`src/rtl/stdout_uart_pkg.sv`:
```
// Shared types and width helpers for the stdout UART transmitter.
package stdout_uart_pkg;

    localparam int UART_DATA_BITS = 8;

    typedef enum logic [1:0] {
        IDLE,
        START,
        DATA,
        STOP
    } tx_state_t;

    function automatic int ptr_width(input int depth);
        return (depth > 1) ? $clog2(depth) : 1;
    endfunction

    // Occupancy must represent 0..depth inclusive, hence one extra bit.
    function automatic int count_width(input int depth);
        return $clog2(depth) + 1;
    endfunction

    function automatic int baud_width(input int clks);
        return (clks > 1) ? $clog2(clks) : 1;
    endfunction

endpackage

```
`src/rtl/stdout_fifo.sv`:
```
// Byte FIFO between the core's stdout writes and the UART serialiser.
module stdout_fifo
    import stdout_uart_pkg::*;
#(
    parameter int FIFO_DEPTH = 16,
    parameter int DATA_W     = UART_DATA_BITS
) (
    input  logic                                clk,
    input  logic                                rst,
    input  logic                                push,
    input  logic [DATA_W-1:0]                   push_data,
    input  logic                                pop,
    output logic [DATA_W-1:0]                   pop_data,
    output logic [count_width(FIFO_DEPTH)-1:0]  count,
    output logic                                full,
    output logic                                empty
);

    localparam int PTR_W = ptr_width(FIFO_DEPTH);
    localparam int CNT_W = count_width(FIFO_DEPTH);

    logic [DATA_W-1:0] mem [FIFO_DEPTH];
    logic [PTR_W-1:0]  wr_ptr_reg;
    logic [PTR_W-1:0]  rd_ptr_reg;
    logic [CNT_W-1:0]  count_reg;
    logic              push_ok;
    logic              pop_ok;

    // A push while full is dropped even if a pop frees a slot this same cycle.
    assign full     = (count_reg == CNT_W'(FIFO_DEPTH));
    assign empty    = (count_reg == '0);
    assign push_ok  = push && !full;
    assign pop_ok   = pop && !empty;
    assign count    = count_reg;
    // Head is visible combinationally so the serialiser can load it on the pop edge.
    assign pop_data = mem[rd_ptr_reg];

    always_ff @(posedge clk) begin
        if (push_ok) begin
            mem[wr_ptr_reg] <= push_data;
        end
    end

    always_ff @(posedge clk or posedge rst) begin
        if (rst) begin
            wr_ptr_reg <= '0;
            rd_ptr_reg <= '0;
            count_reg  <= '0;
        end else begin
            if (push_ok) begin
                wr_ptr_reg <= wr_ptr_reg + 1'b1;
            end
            if (pop_ok) begin
                rd_ptr_reg <= rd_ptr_reg + 1'b1;
            end
            case ({push_ok, pop_ok})
                2'b10:   count_reg <= count_reg + 1'b1;
                2'b01:   count_reg <= count_reg - 1'b1;
                default: count_reg <= count_reg;
            endcase
        end
    end

endmodule

```
`src/rtl/stdout_uart_tx.sv`:
```
// stdout sink: buffers bytes from the core and sends them as 8N1 frames on txd.
module stdout_uart_tx
    import stdout_uart_pkg::*;
#(
    parameter int CLKS_PER_BIT = 868,
    parameter int FIFO_DEPTH   = 16
) (
    input  logic                                clk,
    input  logic                                rst,
    input  logic                                stdout_write_enable,
    input  logic [7:0]                          stdout_data,
    output logic                                stdout_full,
    output logic                                txd,
    output logic                                tx_busy,
    output logic [count_width(FIFO_DEPTH)-1:0]  fifo_count,
    output logic                                overflow
);

    localparam int BAUD_W = baud_width(CLKS_PER_BIT);
    localparam int BIT_W  = $clog2(UART_DATA_BITS);
    localparam logic [BAUD_W-1:0] BAUD_LAST = BAUD_W'(CLKS_PER_BIT - 1);
    localparam logic [BIT_W-1:0]  BIT_LAST  = BIT_W'(UART_DATA_BITS - 1);

    tx_state_t         state_reg, state_next;
    logic [BAUD_W-1:0] baud_reg, baud_next;
    logic [BIT_W-1:0]  bit_reg, bit_next;
    logic [7:0]        shift_reg, shift_next;
    logic              txd_reg, txd_next;
    logic              overflow_reg, overflow_next;
    logic              fifo_pop;
    logic              fifo_empty;
    logic              fifo_full;
    logic [7:0]        fifo_head;
    logic              baud_done;

    stdout_fifo #(
        .FIFO_DEPTH (FIFO_DEPTH),
        .DATA_W     (8)
    ) u_fifo (
        .clk       (clk),
        .rst       (rst),
        .push      (stdout_write_enable),
        .push_data (stdout_data),
        .pop       (fifo_pop),
        .pop_data  (fifo_head),
        .count     (fifo_count),
        .full      (fifo_full),
        .empty     (fifo_empty)
    );

    assign baud_done     = (baud_reg == BAUD_LAST);
    assign overflow_next = overflow_reg | (stdout_write_enable & fifo_full);

    always_comb begin
        state_next = state_reg;
        baud_next  = baud_reg + 1'b1;
        bit_next   = bit_reg;
        shift_next = shift_reg;
        txd_next   = txd_reg;
        fifo_pop   = 1'b0;
        case (state_reg)
            IDLE: begin
                baud_next = '0;
                txd_next  = 1'b1;
                if (!fifo_empty) begin
                    fifo_pop   = 1'b1;
                    shift_next = fifo_head;
                    txd_next   = 1'b0;
                    state_next = START;
                end
            end
            START: begin
                if (baud_done) begin
                    baud_next  = '0;
                    bit_next   = '0;
                    txd_next   = shift_reg[0];
                    state_next = DATA;
                end
            end
            DATA: begin
                if (baud_done) begin
                    baud_next = '0;
                    if (bit_reg == BIT_LAST) begin
                        txd_next   = 1'b1;
                        state_next = STOP;
                    end else begin
                        bit_next   = bit_reg + 1'b1;
                        shift_next = shift_reg >> 1;
                        txd_next   = shift_reg[1];
                    end
                end
            end
            STOP: begin
                // Chain straight into the next start bit so queued frames abut.
                if (baud_done) begin
                    baud_next = '0;
                    if (!fifo_empty) begin
                        fifo_pop   = 1'b1;
                        shift_next = fifo_head;
                        txd_next   = 1'b0;
                        state_next = START;
                    end else begin
                        txd_next   = 1'b1;
                        state_next = IDLE;
                    end
                end
            end
            default: begin
                txd_next   = 1'b1;
                state_next = IDLE;
            end
        endcase
    end

    always_ff @(posedge clk or posedge rst) begin
        if (rst) begin
            state_reg    <= IDLE;
            baud_reg     <= '0;
            bit_reg      <= '0;
            shift_reg    <= '0;
            txd_reg      <= 1'b1;
            overflow_reg <= 1'b0;
        end else begin
            state_reg    <= state_next;
            baud_reg     <= baud_next;
            bit_reg      <= bit_next;
            shift_reg    <= shift_next;
            txd_reg      <= txd_next;
            overflow_reg <= overflow_next;
        end
    end

    assign txd         = txd_reg;
    assign stdout_full = fifo_full;
    assign tx_busy     = (state_reg != IDLE) || !fifo_empty;
    assign overflow    = overflow_reg;

endmodule

```
`config.mk`:
```
export PLATFORM = sky130hd
export DESIGN_NAME = stdout_uart_tx
export DESIGN_NICKNAME = d
export VERILOG_FILES = /design/src/rtl/stdout_uart_pkg.sv /design/src/rtl/stdout_fifo.sv /design/src/rtl/stdout_uart_tx.sv
export SDC_FILE = /design/constraint.sdc
export NUM_CORES = 1
export LEC_CHECK = 0
export ABC_AREA = 1
export CAP_MARGIN = 25
export CORE_MARGIN = 1
export CORE_UTILIZATION = 35
export DETAILED_ROUTE_END_ITERATION = 6
export PLACE_DENSITY_LB_ADDON = 0.1
export SLEW_MARGIN = 5
export SYNTH_ARGS = -nofsm -noshare
export SYNTH_HDL_FRONTEND = slang
export SYNTH_SLANG_ARGS = --single-unit
```
`constraint.sdc`:
```
create_clock -name clk -period 7.1 [get_ports clk]
set_input_delay 1.42 -clock clk [delete_from_list [all_inputs] [get_ports clk]]
set_output_delay 1.42 -clock clk [all_outputs]
set_load 0.01 [all_outputs]
```
==> GITHUB_STEP_SUMMARY <==
## Synthesis and layout report

| Metric | Value |
|---|---|
| Synthesized Nets | 774 |
| DIE WIDTH | 148 um |
| Crit path max fanout | 5 |
| CP peak stage delay | 0.47 ns |
| Number of synthesized flops with an enable pin | 128 |
| Ys async rst share | 22.9% |
| CP Capture Type | primary output |
| Main logic family after synthesis | simple AND/OR/NAND/NOR gates |
| Status | completed |
| Met2 Use GR | 28.1% |
| Cell Count Post-Placement | 1012 |
| Minimum hold slack | 0.462 ns |
| Xor+xnor area frac | 1.65% |
| Synth unique cells | 35 |
| Worst clock skew | 0.0138 ns |
| Commonest Layout Cell | nand2_1 |
| Critical Path Most Common Cell | nor2_1 |
| Cycle use final | 47.5% |
| Final GP Congestion | 0.874 |
| Commonest flop | edfxtp_1 |
| TritonCTS buffer count | 17 |
| Area leader, netlist | edfxtp_1 |
| Power per cell area | 410 nW/um^2 |
| IO Count | 20 |
| Setup ws final | 3.73 ns |
| Reg clk slew, reported paths | 0.07 ns |
| NetSw | 1340 uW |
| RSZ-0062 raised after global routing | no |
| CTS tree | done |
| Combinational power share | 34.3% |
| Aoi share | 2.56% |
| Core Region | 20600 sq um |
| Yosys synthesis chip area | 7440 sq um |
| Critical path arrival | 1.95 ns |
| DP Worst Slack | 3.55 ns |
| Int Pwr | 2140 uW |
layout make-up:
class	instances	area, sq um	area share (%)
sequential	166	4800	56.5
multi-input combinational	490	2270	26.7
clock buffer	17	425	5.01
tap	270	338	3.98
inverter	64	240	2.83
timing repair buffer	23	218	2.56
clock inverter	15	209	2.46
power by group through the flow:
stage	logic, uW	clock network, uW	registers [uW]
3_3_place_gp	1190	0	1330
6_report	1190	971	1320
5_1_grt	1370	1030	1340
3_5_place_dp	1200	0	1340
4_1_cts	1210	995	1320
2_1_floorplan	898	0	1300
synthesized netlist by cell type, types with 4 or more instances:
master,number
nand2_1,251
edfxtp_1,128
nor2_1,101
inv_1,56
nand3_1,51
dfrtp_1,37
buf_2,17
ha_1,17
o21ai_0,15
xor2_1,10
inv_2,7
o21ai_1,7
a21oi_1,6
nand4_1,4
nor3_1,4
o211ai_1,4
xnor2_1,4
critical path, delay by kind of cell (launching register included):
kind,cells,cell delay (ns)
DFF,1,0.45
buffers and inverters,2,0.53
and+or+nand+nor,3,0.54
worst paths after layout:
kind | start | to | slack (ns) | depth (start not counted)
worst min register to register | overflow$_DFF_PP0_ | overflow$_DFF_PP0_ | 0.46 | 1
worst max-delay path | u_fifo.count[0]$_DFFE_PP0P_ | tx_busy | 3.73 | 5
min in group asynchronous | rst | u_fifo.count[3]$_DFFE_PP0P_ | 1.43 | 3
max in group asynchronous | rst | u_fifo.rd_ptr_reg[0]$_DFFE_PP0P_ | 5.27 | 3
worst min-delay path | overflow$_DFF_PP0_ | overflow$_DFF_PP0_ | 0.46 | 1
worst max register to register | baud_reg[0]$_DFF_PP0_ | u_fifo.count[4]$_DFFE_PP0P_ | 4.31 | 17
### M1 wires

(4 px per um) Supply wires on this layer in grey. Cells faint in the background.
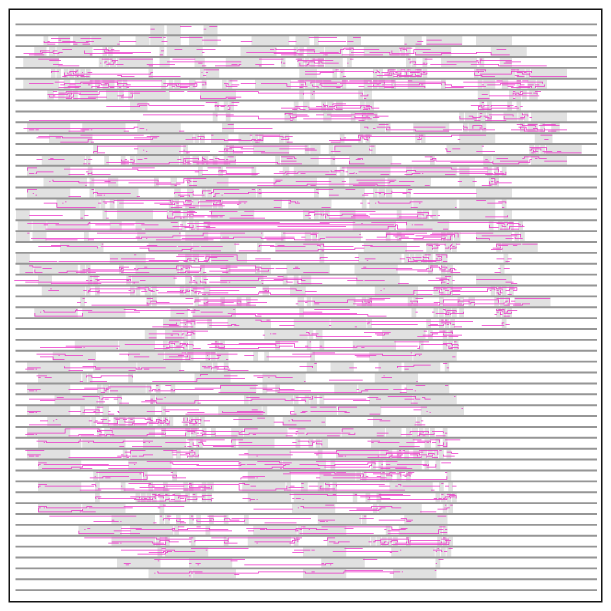
nets with wire on the layer	742
share of all routed wire	47%
wire length on this layer	8220 um
main direction	horizontal
longest straight run	52.9 um
met1 usage: 23.5%
DRT Wirelength: 17.5 mm
DR vias: 4951

### Met4 routing

(3 px per um) Supply wires on this layer in grey.
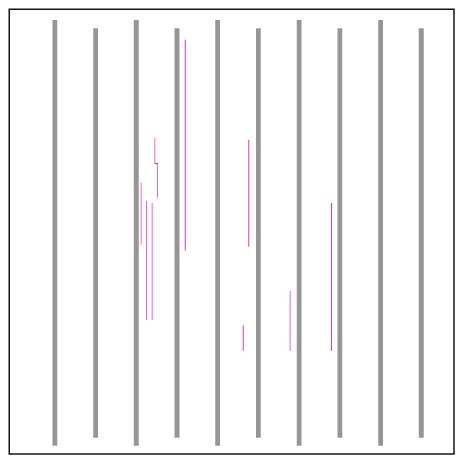
share of all routed wire	1.7%
nets with wire on the layer	6

### Wiring by layer

(3 px per um) Only two layers are drawn.
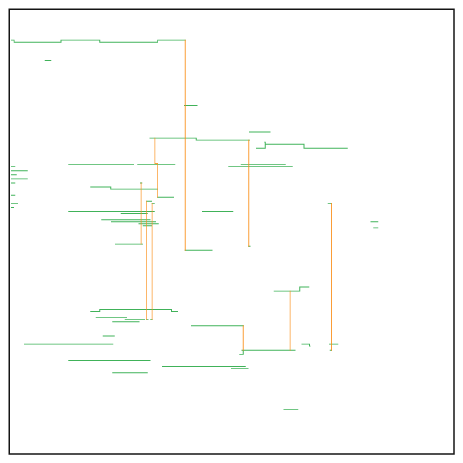
colour	layer	wire length
green	metal 3	593 um
orange	metal 4	302 um
Routed wire per std cell: 16.8 um
total global-route track usage: 17.4%

No activity file was given, so power comes from the tool's default toggle rates.
